### src/rtl/reduc_share_arb_pkg.sv
// Shared constants for the reduction-core arbiter and its picker.
package reduc_share_arb_pkg;

    // Modulus and default interface of the shared reduction core.
    localparam int unsigned Q          = 33292289;
    localparam int unsigned RED_DIN_W  = 50;
    localparam int unsigned RED_DOUT_W = 25;
    localparam int unsigned RED_LAT    = 3;

    // Index width for n requesters (clog2, never below 1).
    function automatic int unsigned id_width(input int unsigned n);
        int unsigned w;
        w = 1;
        while ((32'(1) << w) < n) begin
            w = w + 1;
        end
        return w;
    endfunction

endpackage

### src/rtl/reduc_share_arb_rr_pick.sv
// Round-robin picker: rotate eligible by ptr, take lowest set bit, rotate back.
module reduc_share_arb_rr_pick
    import reduc_share_arb_pkg::*;
#(
    parameter int unsigned N_REQ = 4,
    parameter int unsigned ID_W  = id_width(N_REQ)
) (
    input  logic [N_REQ-1:0] elig_i,
    input  logic [ID_W-1:0]  ptr_i,
    output logic [N_REQ-1:0] gnt_o,
    output logic [ID_W-1:0]  idx_o,
    output logic             any_o
);

    logic [N_REQ-1:0] rot;
    logic [ID_W-1:0]  off;
    logic [ID_W:0]    sum;

    // Search starts at ptr and wraps; result is mapped back to an absolute index.
    always_comb begin
        rot   = N_REQ'({elig_i, elig_i} >> ptr_i);
        off   = '0;
        any_o = 1'b0;
        for (int j = int'(N_REQ) - 1; j >= 0; j--) begin
            if (rot[j]) begin
                off   = ID_W'(j);
                any_o = 1'b1;
            end
        end
        sum = {1'b0, ptr_i} + {1'b0, off};
        if (sum >= (ID_W+1)'(N_REQ)) begin
            sum = sum - (ID_W+1)'(N_REQ);
        end
        idx_o = sum[ID_W-1:0];
        gnt_o = '0;
        if (any_o) begin
            gnt_o[idx_o] = 1'b1;
        end
    end

endmodule

### src/rtl/reduc_share_arb.sv
// Round-robin sharing of one pipelined modular reduction core among N_REQ lanes.
module reduc_share_arb
    import reduc_share_arb_pkg::*;
#(
    parameter int unsigned N_REQ  = 4,
    parameter int unsigned ID_W   = id_width(N_REQ),
    parameter int unsigned LAT    = RED_LAT,
    parameter int unsigned DIN_W  = RED_DIN_W,
    parameter int unsigned DOUT_W = RED_DOUT_W,
    parameter int unsigned CNT_W  = 16
) (
    input  logic                     clk,
    input  logic                     rst,
    input  logic [N_REQ-1:0]         req_valid,
    input  logic [N_REQ*DIN_W-1:0]   req_data,
    output logic [N_REQ-1:0]         req_ready,
    input  logic [N_REQ-1:0]         cfg_mask,
    input  logic                     hold,
    output logic                     core_en,
    output logic [DIN_W-1:0]         core_din,
    input  logic [DOUT_W-1:0]        core_dout,
    output logic [N_REQ-1:0]         res_valid,
    output logic [DOUT_W-1:0]        res_data,
    output logic [ID_W-1:0]          res_id,
    output logic                     busy,
    output logic [N_REQ*CNT_W-1:0]   done_cnt
);

    logic [N_REQ-1:0] eligible;
    logic [N_REQ-1:0] gnt;
    logic [ID_W-1:0]  gnt_idx;
    logic             gnt_any;

    logic [ID_W-1:0]              ptr_q, ptr_d;
    logic                         core_en_q, core_en_d;
    logic [DIN_W-1:0]             core_din_q, core_din_d;
    logic [ID_W-1:0]              id_q, id_d;
    logic [LAT-1:0]               tag_v_q, tag_v_d;
    logic [LAT-1:0][ID_W-1:0]     tag_id_q, tag_id_d;
    logic [N_REQ-1:0]             res_valid_q, res_valid_d;
    logic [DOUT_W-1:0]            res_data_q, res_data_d;
    logic [ID_W-1:0]              res_id_q, res_id_d;
    logic [N_REQ-1:0][CNT_W-1:0]  cnt_q, cnt_d;

    // No transfer is offered while held or while reset is asserted.
    assign eligible = (req_valid & cfg_mask) & {N_REQ{~hold & rst}};

    reduc_share_arb_rr_pick #(
        .N_REQ (N_REQ),
        .ID_W  (ID_W)
    ) u_pick (
        .elig_i (eligible),
        .ptr_i  (ptr_q),
        .gnt_o  (gnt),
        .idx_o  (gnt_idx),
        .any_o  (gnt_any)
    );

    // Next state: issue regs, tag shift register, result stage, counters.
    always_comb begin
        ptr_d       = ptr_q;
        core_en_d   = gnt_any;
        core_din_d  = core_din_q;
        id_d        = id_q;
        res_valid_d = '0;
        res_data_d  = res_data_q;
        res_id_d    = res_id_q;

        if (gnt_any) begin
            for (int i = 0; i < int'(N_REQ); i++) begin
                if (gnt_idx == ID_W'(i)) begin
                    core_din_d = req_data[i*DIN_W +: DIN_W];
                end
            end
            id_d  = gnt_idx;
            ptr_d = (gnt_idx == ID_W'(N_REQ - 1)) ? '0 : gnt_idx + 1'b1;
        end

        tag_v_d[0]  = core_en_q;
        tag_id_d[0] = id_q;
        for (int s = 1; s < int'(LAT); s++) begin
            tag_v_d[s]  = tag_v_q[s-1];
            tag_id_d[s] = tag_id_q[s-1];
        end

        // Last tag stage lines up with core_dout.
        if (tag_v_q[LAT-1]) begin
            res_valid_d[tag_id_q[LAT-1]] = 1'b1;
            res_data_d                   = core_dout;
            res_id_d                     = tag_id_q[LAT-1];
        end

        for (int i = 0; i < int'(N_REQ); i++) begin
            cnt_d[i] = cnt_q[i] + CNT_W'(res_valid_q[i]);
        end
    end

    // State registers with synchronous active-low reset.
    always_ff @(posedge clk) begin
        if (!rst) begin
            ptr_q       <= '0;
            core_en_q   <= 1'b0;
            core_din_q  <= '0;
            id_q        <= '0;
            tag_v_q     <= '0;
            tag_id_q    <= '0;
            res_valid_q <= '0;
            res_data_q  <= '0;
            res_id_q    <= '0;
            cnt_q       <= '0;
        end else begin
            ptr_q       <= ptr_d;
            core_en_q   <= core_en_d;
            core_din_q  <= core_din_d;
            id_q        <= id_d;
            tag_v_q     <= tag_v_d;
            tag_id_q    <= tag_id_d;
            res_valid_q <= res_valid_d;
            res_data_q  <= res_data_d;
            res_id_q    <= res_id_d;
            cnt_q       <= cnt_d;
        end
    end

    assign req_ready = gnt;
    assign core_en   = core_en_q;
    assign core_din  = core_din_q;
    assign res_valid = res_valid_q;
    assign res_data  = res_data_q;
    assign res_id    = res_id_q;
    assign done_cnt  = cnt_q;
    assign busy      = (|tag_v_q) | core_en_q | (|eligible);

endmodule

### config.mk
export PLATFORM = sky130hd
export DESIGN_NAME = reduc_share_arb
export DESIGN_NICKNAME = d
export VERILOG_FILES = /design/src/rtl/reduc_share_arb_pkg.sv /design/src/rtl/reduc_share_arb_rr_pick.sv /design/src/rtl/reduc_share_arb.sv
export SDC_FILE = /design/constraint.sdc
export NUM_CORES = 1
export LEC_CHECK = 0
export ABC_CLOCK_PERIOD_IN_PS = 5900
export CAP_MARGIN = 15
export CORE_ASPECT_RATIO = 0.5
export CORE_MARGIN = 1
export CORE_UTILIZATION = 30
export CTS_CLUSTER_DIAMETER = 200
export DETAILED_ROUTE_END_ITERATION = 6
export PLACE_DENSITY_LB_ADDON = 0.15
export SLEW_MARGIN = 20
export SYNTH_ARGS = -nofsm -noshare
export SYNTH_HDL_FRONTEND = slang
export SYNTH_SLANG_ARGS = --single-unit
### constraint.sdc
create_clock -name clk -period 5.9 [get_ports clk]
set_input_delay 1.77 -clock clk [delete_from_list [all_inputs] [get_ports clk]]
set_output_delay 1.77 -clock clk [all_outputs]
set_load 0.05 [all_outputs]
==> summary.txt <==
The layout was made with Yosys and OpenROAD.

The run finished with clean final reports. In the synthesized netlist the async set-or-reset flop fraction comes to 0%. The most area-hungry cell type in the Yosys netlist is sky130_fd_sc_hd__dfxtp_1. For this run, the post-layout net count is 1550. The endpoint type of the worst setup path is an output port. In the post-route analysis, the smallest setup slack over all paths is 42.18 ps.

The parity-gate share of the synthesized area counting xor and xnor cells is 5.378%. The total routing usage reported by global routing is 19.95%. The core outline area is 26800 um2.

The final setup violation count is 0. The post-placement worst setup slack is -348.7 ps. For this run, combinational gates with multiple inputs come to 694.

The routed length on met2 is 14680 um. The portion of the layout cell area used by clock cells is 4.263%. The tightest min-delay check is of the register to register type. For reference, the top cells by area after synthesis are sky130_fd_sc_hd__dfxtp_1 38%, sky130_fd_sc_hd__mux2i_1 9.2%, sky130_fd_sc_hd__a311oi_2 9.0%. The post-route clock period utilization is 99.29%. The analysis reports a worst IR drop on VDD of 0.2012 mV. The total die area is 28390 um2. After detailed routing, the number of remaining DRC violations is 0. The clock network power is 1060 uW. The first global-routing pass estimated 45220 um of wire. The count of non-filler cells in the finished layout is 1668.

By area, the class that comes first in the final layout consists of multi-input combinational cells. The final design area excluding fillers is 13240 um2. The first TritonRoute pass finished after 5 iterations. The required time at the worst-slack endpoint is 4130 ps.

The wire length after detailed routing is 29020 um. The part of the power in registers is 33.1%. The highest metal layer carrying signal wires in the routed design is met5.

The area growth from synthesis to final layout is 59.39%.
### Clock wiring as the flow saved it

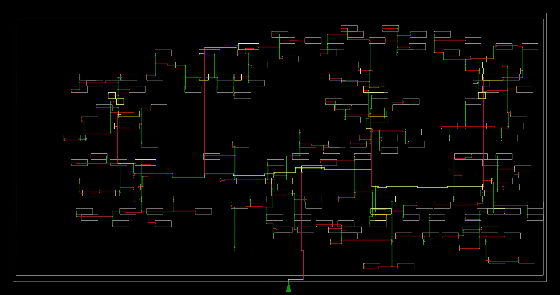
clk ins delay skew pair: 430 ps
Num CTS Buffers: 17
skew final: 6.881 ps

### Placed cells, one colour a class

Scale bar: 50 um.
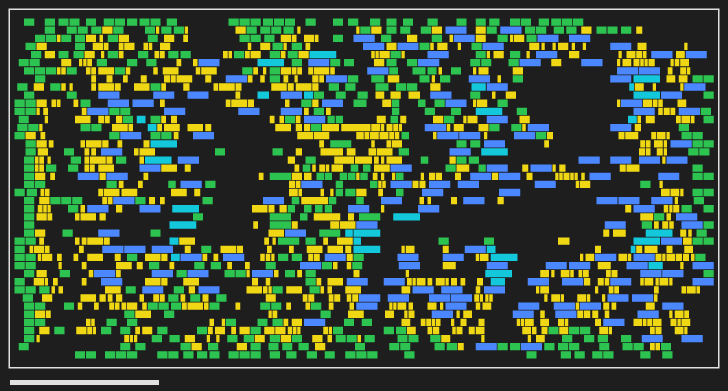
[clock drivers and dummy loads] cyan | cells: 32 | share of their area: 4.4%
[all other logic] yellow | cells: 706 | share of their area: 38%
[other buffers and delay cells] green | cells: 419 | share of their area: 33%
[flip-flops] blue | cells: 159 | share of their area: 25%

### Cells by drive strength

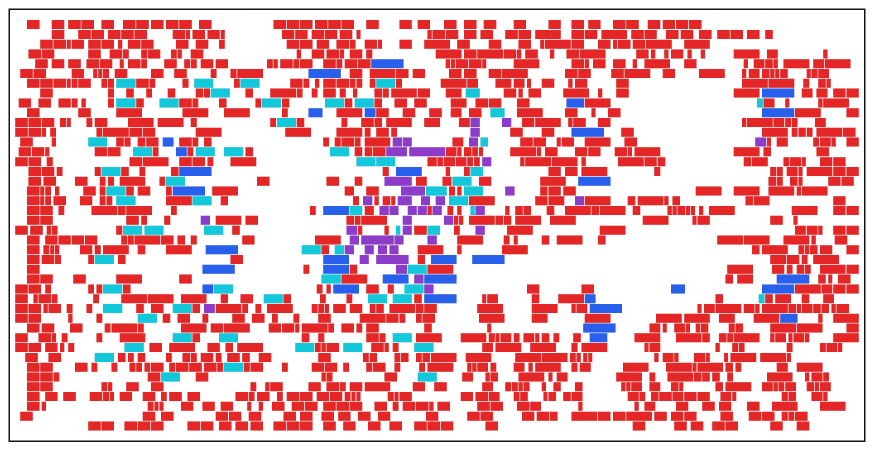
[drive 6 and up] blue | cells: 34
[drive 3 to 4] purple | cells: 44
[drive 1 or less] red | cells: 1173
[drive 2] cyan | cells: 65

### The metal 1 layer

Supply wires on this layer in grey.
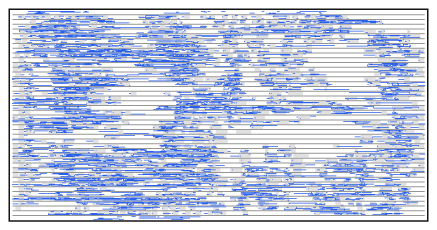
main direction: horizontal
wire length on this layer: 12900 um
longest straight run: 49.7 um
share of all routed wire: 44%

### Routed clock nets over the placement

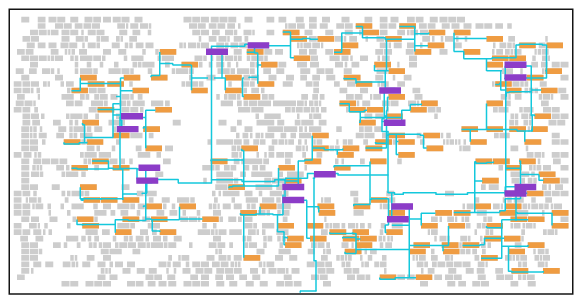
[cells driving clock nets] purple | count: 17
[clock wires] cyan | length: 2110 um
[flip-flops] orange | count: 159
routed clock nets: 18
flops lie: spread over the die

Power is estimated from default activity; no workload was simulated.
